## src/rtl/display_scan_controller.sv

```systemverilog
// display_scan_controller: sequences the 4:1 digit mux of a seven-segment display.
// Each enabled digit is shown for PRESCALE cycles. An optional BLANK_CYCLES dead-time
// precedes every slot. Digits with a clear mask bit are skipped. frame_done pulses on
// the first cycle of the slot that begins a new pass through the enabled digits.
module display_scan_controller #(
   parameter int unsigned PRESCALE     = 1000,
   parameter int unsigned BLANK_CYCLES = 16,
   parameter int unsigned CNT_W        = 16
) (
   input  logic       clock,
   input  logic       reset,
   input  logic       enable,
   input  logic [3:0] digit_mask,
   output logic [1:0] scan,
   output logic [3:0] digit_en,
   output logic       blank,
   output logic       frame_done
);

   localparam logic [1:0] StIdle  = 2'd0;
   localparam logic [1:0] StBlank = 2'd1;
   localparam logic [1:0] StShow  = 2'd2;

   // Terminal counts. BlankLast is never reached when BLANK_CYCLES is 0, because the
   // BLANK state is then never entered.
   localparam logic [CNT_W-1:0] ShowLast  = CNT_W'(PRESCALE - 1);
   localparam logic [CNT_W-1:0] BlankLast = (BLANK_CYCLES > 0) ? CNT_W'(BLANK_CYCLES - 1)
                                                               : '0;
   localparam logic             HasBlank  = (BLANK_CYCLES > 0);

   logic [1:0]       state_q, state_d;
   logic [CNT_W-1:0] cnt_q, cnt_d;
   logic [1:0]       scan_q, scan_d;
   logic [3:0]       digit_en_q, digit_en_d;
   logic             blank_q, blank_d;
   logic             frame_done_q, frame_done_d;
   logic [1:0]       sel_scan;

   // Index of the lowest set bit of the mask. Returns 0 for an empty mask.
   function automatic logic [1:0] lowest_bit(input logic [3:0] mask);
      logic [1:0] idx;
      idx = 2'd0;
      for (int i = 3; i >= 0; i--) begin
         if (mask[i]) idx = 2'(i);
      end
      return idx;
   endfunction

   // First set bit strictly after cur, searching cyclically. The last candidate is cur
   // itself, so a lone enabled digit selects itself again.
   function automatic logic [1:0] next_bit(input logic [1:0] cur, input logic [3:0] mask);
      logic [1:0] idx;
      logic [1:0] cand;
      logic       found;
      idx   = cur;
      found = 1'b0;
      for (int k = 1; k <= 4; k++) begin
         cand = cur + 2'(k);
         if (!found && mask[cand]) begin
            idx   = cand;
            found = 1'b1;
         end
      end
      return idx;
   endfunction

   // Next-state logic. The outputs are derived from the next state, so they are
   // registered and change in the same cycle as the state.
   always_comb begin
      state_d      = state_q;
      cnt_d        = cnt_q;
      scan_d       = scan_q;
      frame_done_d = 1'b0;
      sel_scan     = next_bit(scan_q, digit_mask);

      if (!enable) begin
         // Abort any slot in progress. scan keeps its last value.
         state_d = StIdle;
         cnt_d   = '0;
      end else begin
         case (state_q)
            StIdle: begin
               if (digit_mask != 4'b0000) begin
                  scan_d  = lowest_bit(digit_mask);
                  cnt_d   = '0;
                  state_d = HasBlank ? StBlank : StShow;
               end
            end
            StBlank: begin
               if (cnt_q == BlankLast) begin
                  state_d = StShow;
                  cnt_d   = '0;
               end else begin
                  cnt_d = cnt_q + CNT_W'(1);
               end
            end
            StShow: begin
               if (cnt_q == ShowLast) begin
                  // The mask is sampled only here, so a mid-slot edit never cuts a slot short.
                  cnt_d = '0;
                  if (digit_mask == 4'b0000) begin
                     state_d = StIdle;
                  end else begin
                     scan_d       = sel_scan;
                     state_d      = HasBlank ? StBlank : StShow;
                     frame_done_d = (sel_scan <= scan_q);
                  end
               end else begin
                  cnt_d = cnt_q + CNT_W'(1);
               end
            end
            default: begin
               state_d = StIdle;
               cnt_d   = '0;
            end
         endcase
      end

      digit_en_d = (state_d == StShow) ? (4'b0001 << scan_d) : 4'b0000;
      blank_d    = (state_d != StShow);
   end

   // State and output registers. Reset is asynchronous, so outputs blank at once.
   always_ff @(posedge clock or posedge reset) begin
      if (reset) begin
         state_q      <= StIdle;
         cnt_q        <= '0;
         scan_q       <= 2'd0;
         digit_en_q   <= 4'b0000;
         blank_q      <= 1'b1;
         frame_done_q <= 1'b0;
      end else begin
         state_q      <= state_d;
         cnt_q        <= cnt_d;
         scan_q       <= scan_d;
         digit_en_q   <= digit_en_d;
         blank_q      <= blank_d;
         frame_done_q <= frame_done_d;
      end
   end

   assign scan       = scan_q;
   assign digit_en   = digit_en_q;
   assign blank      = blank_q;
   assign frame_done = frame_done_q;

endmodule

```

## config.mk

```make
export PLATFORM = sky130hd
export DESIGN_NAME = display_scan_controller
export DESIGN_NICKNAME = d
export VERILOG_FILES = /design/src/rtl/display_scan_controller.sv
export SDC_FILE = /design/constraint.sdc
export NUM_CORES = 1
export LEC_CHECK = 0
export ABC_AREA = 1
export CORE_ASPECT_RATIO = 0.8
export CORE_MARGIN = 4
export CORE_UTILIZATION = 40
export CTS_CLUSTER_DIAMETER = 200
export CTS_CLUSTER_SIZE = 16
export DETAILED_ROUTE_END_ITERATION = 16
export DONT_BUFFER_PORTS = 1
export PLACE_DENSITY = 0.6
export REMOVE_ABC_BUFFERS = 1
export SLEW_MARGIN = 20
export SYNTH_ARGS = -nofsm -noshare
export SYNTH_HDL_FRONTEND = slang
export SYNTH_SLANG_ARGS = --single-unit
```

## constraint.sdc

```tcl
create_clock -name clock -period 2.5 [get_ports clock]
set_clock_uncertainty 0.1 [all_clocks]
set_input_delay 0.5 -clock clock [delete_from_list [all_inputs] [get_ports clock]]
set_output_delay 0.5 -clock clock [all_outputs]
set_load 0.005 [all_outputs]
```

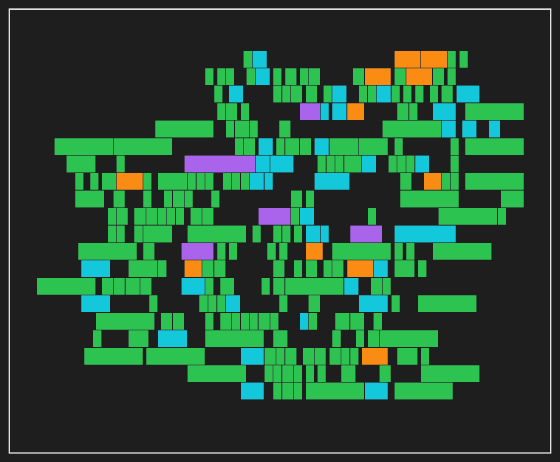
Run 1: cells by drive strength
size	colour	cells	share
_6 and larger	purple	5	2.0%
_3 and _4 cells	orange	11	4.3%
_0 and _1 cells	green	200	79%
_2 cells	cyan	37	15%

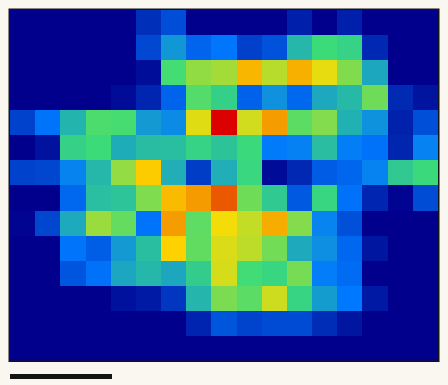
Run 1: wiring heat map
Bar = 20 um. 17 x 14 tiles, from dark blue (low) to red (high), scaled to the fullest tile. Values are wire area over tile area, all layers added.
densest ninth of the die	centre
tiles over half the peak	19%
fullest tile	0.42
mean over tiles	0.10
nearly empty tiles	34%

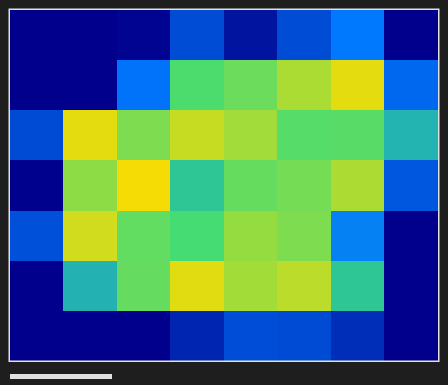
Run 1: cell density map
Bar = 20 um. 8 x 7 tiles, from dark blue (low) to red (high), 0 to 100% covered.
emptiest ninth of the die	north-west
mean over tiles	34%
fullest tile	74%
nearly empty tiles	25%

==> impl_metrics.yaml, run 1 <==
# synthesis and place-and-route metrics
outcome:
  status: "complete, no violations"
timing:
  fin_crit_ns: 2.315
  timing.fmax_mhz: 432.0
  hold_violations: 0
  relSlewSlack_pct: 75.02
  drv_slew: 0
  rsz0062_at_grt: "no"
  finalClockPeriodUsage_pct: 92.60
  setup_viol: 0
  fin_setup_tns_ns: 0
setup_path:
  cp.arrival_ns: 2.38
  crit_top_cell: "nand2_1"
  crit_path_end_kind: "register"
  r2r_start: "scan[0]"
  critical_path_buf_inv_count: 4
  critical_path_class: "reg2reg"
  slowest_delay_ns: 0.52
  critPathTopFamily: "simple AND/OR/NAND/NOR gates"
  start_kind: "register"
pwr:
  p_per_area_nw_per_um2: 547.2
  p_leak_nw: 0.8970
synth:
  postSynthAreaPerCell_um2: 7.497
  xor_area_share_pct: 1.419
  syn_area_um2: 1852
  ys_types: 35
  ys_chip_area_um2: 1852
  synth_warnings: 0
  yosysCellCount: 247
  logic_family: "simple AND/OR/NAND/NOR gates"
  synth_flop_count: 26
  top_area_cell: "dfrtp_1"
  simple_gate_share_pct: 39.66
  async_flop_share_pct: 100.0
  yosysTopAreaCellShare_pct: 33.78
die:
  dieWidth_um: 84.07
  boundaryPins: 15
grt:
  grt_busiest_layer: "met1"
  grt_usage_pct: 14.24
  grt_overflow_total: 0
  grt_use_met1_pct: 22.31
  antenna_found_initial: 0
  grt_start_max_net_pins: 23
final_layout:
  fin_nets: 268
  drive_gt1_share_pct: 20.95
  fin_cells: 310
  syn_to_final_growth_pct: 8.581
  final_cell_mix: "nand2_1, nor2_1, inv_1"
route:
  drt_iter0_drc: 88
  ant_nets: 0
  highest_layer: "met4"
  dr_wl_met3_um: 159
  dr_total_vias: 1528
placement:
  dp_hpwl_um: 3058
  placed_cells: 305
  place.gp.congestion: 0.8040
  pre_cts_ws_ns: 0.04482
clock_tree:
  cts_root_buf: "clkbuf_8"
  clock_latency_ns: 0.27
  post-cts-setup-buffer-count: 0
  cts_buffers: 3
  path_clk_slew_ns: 0.09
  htree_num_levels: 1
flow_run:
  warning_count: 28
-- run 1: timing repair --
| item | in CTS | in global routing |
|---|---|---|
| gates resized | 0 | 2 |
| endpoints found under the hold margin | 4 | 0 |
| hold buffers | 1 | 0 |
| endpoints found under the setup margin | 0 | 1 |
-- run 1: power by group --
group	internal [mW]	switching, mW
registers	0.429	0.0201
logic	0.104	0.198
clock network	0.214	0.136
-- run 1: path summary, 6_finish.rpt --
path	to	slack [ns]	cells past startpoint
max	frame_done	0.19	14
min	frame_done	0.37	2
max reg2reg	frame_done	0.19	14
min reg2reg	cnt_q[1]	0.45	2
max in group asynchronous	blank	1.27	3
min in group asynchronous	digit_en[2]	0.45	2
-- run 1: per-stage QoR --
stage                     hold slack (ns)  util, %
after CTS                          0.3606    46.23
final                              0.3730    46.38
after detailed placement           0.1979    44.36
after global placement             0.1958    44.36
after floorplan                    0.3929        -
after global routing               0.3803    46.38
-- run 1: sequential cells by signal, indices dropped and copies added (netlist names) --
name and cells:
cnt_q 16, digit_en 4, scan 2, state_q 2
blank 1, frame_done 1
-- run 1: final cells by class --
type | count | area share, %
Inverter | 34 | 6.658
Sequential cell | 26 | 32.42
Clock buffer | 3 | 2.054
Multi-Input combinational cell | 184 | 51.84
Tap cell | 57 | 3.547
Timing Repair Buffer | 5 | 1.991
Clock inverter | 1 | 1.493
-- run 1: cells in the mapped netlist, types with 2 or more instances --
library cell,n
nand3_1,18
dfrtp_1,25
nand4_1,2
nor2_4,4
inv_2,4
o21ai_1,3
ha_1,7
a21oi_1,14
nand2_2,16
a211oi_2,2
xnor2_1,2
nor2_1,32
nor3b_2,2
nor3_1,6
buf_6,2
inv_1,27
o21ai_0,6
a31oi_1,4
nor3_2,4
nand2_4,3
nand2_1,47
nor2_2,2
nand3_2,3
==> run 1 -> run 2 <==
CORE_MARGIN = default   (was 4)
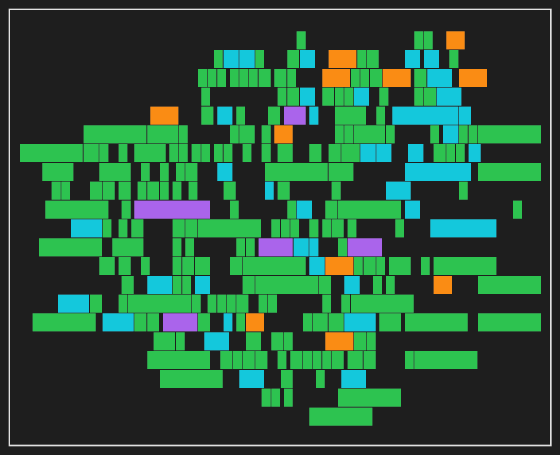
Run 2: cells by drive strength
size	colour	cells	share
_3 and _4 cells	orange	11	4.3%
_2 cells	cyan	39	15%
_0 and _1 cells	green	198	78%
_6 and larger	purple	5	2.0%

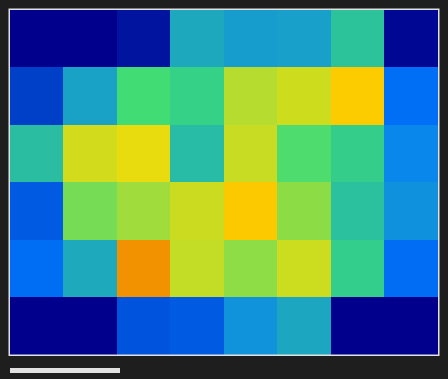
Run 2: cell density map
Bar = 20 um. 8 x 6 tiles, from dark blue (low) to red (high), 0 to 100% covered.
nearly empty tiles	15%
fullest tile	84%
densest ninth of the die	centre
emptiest ninth of the die	north-west

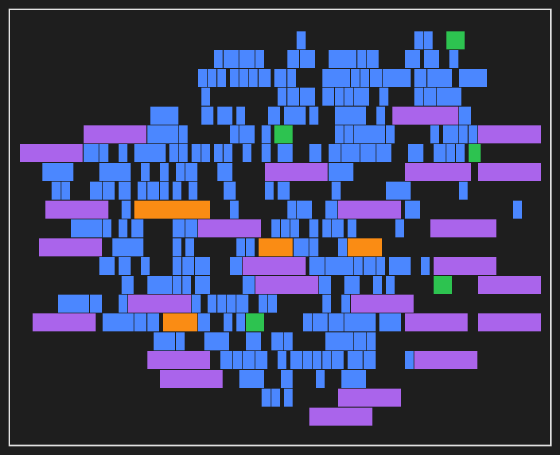
Run 2: placed cells, one colour a class
class	colour	cells
combinational and other logic	blue	218
sequential cells	purple	26
clock drivers and dummy loads	orange	4
remaining buffers and delay cells	green	5

==> run 2 against run 1 <==
  * Synthesized cell count unchanged
  * Sequential share of layout area up 0.25 points
  * Design area down 0.37%
  * Cell count unchanged
  * Worst hold slack worse by 0.29 ns
  * Critical endpoint unchanged
  * Largest power group unchanged
  * Highest routed layer unchanged
==> impl_metrics.yaml, run 2 <==
# synthesis and place-and-route metrics
final_layout:
  final_cell_mix: "nand2_1, nor2_1, inv_1"
  syn_to_final_growth_pct: 8.176
  regMostFlops: "cnt_q"
  fin_nets: 268
  num-nonclk-buffers: 5
  clock_buffers: 3
  clock_cell_area_share_pct: 3.560
  inverters: 34
  largest_reg_flops: 16
  flop-count: 26
  bufAreaShareNonClock_pct: 1.749
  largest_class: "multi-input combinational cells"
  seq_share_pct: 32.67
  drive_gt1_share_pct: 21.74
pwr:
  p_clk_uw: 354
  p_seq_share_pct: 40.3
  p_comb_uw: 308
  maxPowerGroup: "sequential cells"
  p_int_uw: 752.2
  power_switching_uw: 356.2
  p_seq_uw: 446
  p_per_area_nw_per_um2: 553.3
  swShare_pct: 32.13
  p_leak_nw: 0.8953
synth:
  top_area_cell: "dfrtp_1"
  ys_chip_area_um2: 1852
  async_flop_share_pct: 100.0
  yosysTopAreaCellShare_pct: 33.78
  most_common_cell: "nand2_1"
  synth_warnings: 0
  yosysCellCount: 247
  synth_flop_count: 26
  postSynthAreaPerCell_um2: 7.497
  ys_types: 35
  syn_area_um2: 1852
  common_cells: "nand2_1, nor2_1, inv_1"
timing:
  drv_slew: 0
  timing.fmax_mhz: 442.5
  rsz0062_at_grt: "no"
  finalClockPeriodUsage_pct: 90.40
  hold_violations: 0
  hold_slack_ns: 0.08663
  setup_viol: 0
  fin_setup_tns_ns: 0
  fin_crit_ns: 2.260
clock_tree:
  cts_root_buf: "clkbuf_8"
  cts_buffers: 3
  path_clk_slew_ns: 0.09
  clock_latency_ns: 0.28
  htree_num_levels: 1
  cts_hold_buf: 0
placement:
  place.gp.congestion: 0.8071
  dp_hpwl_um: 3091
flow_run:
  warning_count: 28
setup_path:
  crit_path_end_kind: "register"
  cp.arrival_ns: 2.32
  start_kind: "register"
grt:
  antenna_found_initial: 0
  grt_overflow_total: 0
outcome:
  status: "complete, no violations"
die:
  boundaryPins: 15
  dieWidth_um: 78.07
route:
  ant_nets: 0
  drt_iter0_drc: 161
[run 2: final timing paths]
kind	endpoint	cells after the start	slack, ns	from
hold reg to reg	cnt_q[0]	1	0.45	cnt_q[0]
max in group asynchronous	cnt_q[5]	2	1.60	reset
setup reg to reg	frame_done	13	0.24	scan[0]
hold / removal	digit_en[3]	1	0.09	reset
setup / recovery	frame_done	13	0.24	scan[0]
min in group clock	frame_done	2	0.34	enable
[run 2: worst max-delay path, stage by stage, from the launching register on]
cell and delay [ns]:
dfrtp_2 0.46, buf_4 0.16, nand2_1 0.08, nand3_1 0.08
nand2_1 0.14, inv_1 0.09, nor2_4 0.10, nand3_1 0.07
nand2_1 0.08, inv_1 0.05, ha_1 0.28, inv_1 0.06
o21bai_1 0.05, a2111oi_1 0.34
[run 2: kinds of logic (layout without fill, tap and decap cells)]
group,Yosys count,count (layout),synth area share [%]
xor gates and xnor gates,3,3,1.419
adders and majority gates,7,7,4.730
DFF,26,26,35.20
and+or+nand+nor,142,142,39.66
buffers and inverters,37,43,8.851
AOI/OAI and AO/OA,32,32,10.14
[run 2: through the flow]
stage                     instances  util [%]  power, mW  area [um^2]  setup slack, ns
after floorplan                 244         -     0.6919         1822           0.3386
after global placement          304     44.45     0.7493         1916           0.2259
after detailed placement        304     44.45     0.7483         1916           0.1873
after CTS                       308     46.11      1.107         1987          0.09271
after global routing            310     46.49      1.178         2003          0.02776
final                           310     46.49      1.108         2003           0.2399
[run 2: metal layers]
layer	up-vias	wire, um	global-route usage (%)
met1	696	2214	27.89
li1	809	-	-
met3	4	181	3.942
met5	-	0	0
met4	0	19	2.778
met2	26	1530	23.03
[run 2: repair_timing]
action | CTS | global route
setup endpoints to repair | 0 | 1
buffers inserted | 0 | 2
gates resized | 0 | 3
Power is estimated from default activity; no workload was simulated.
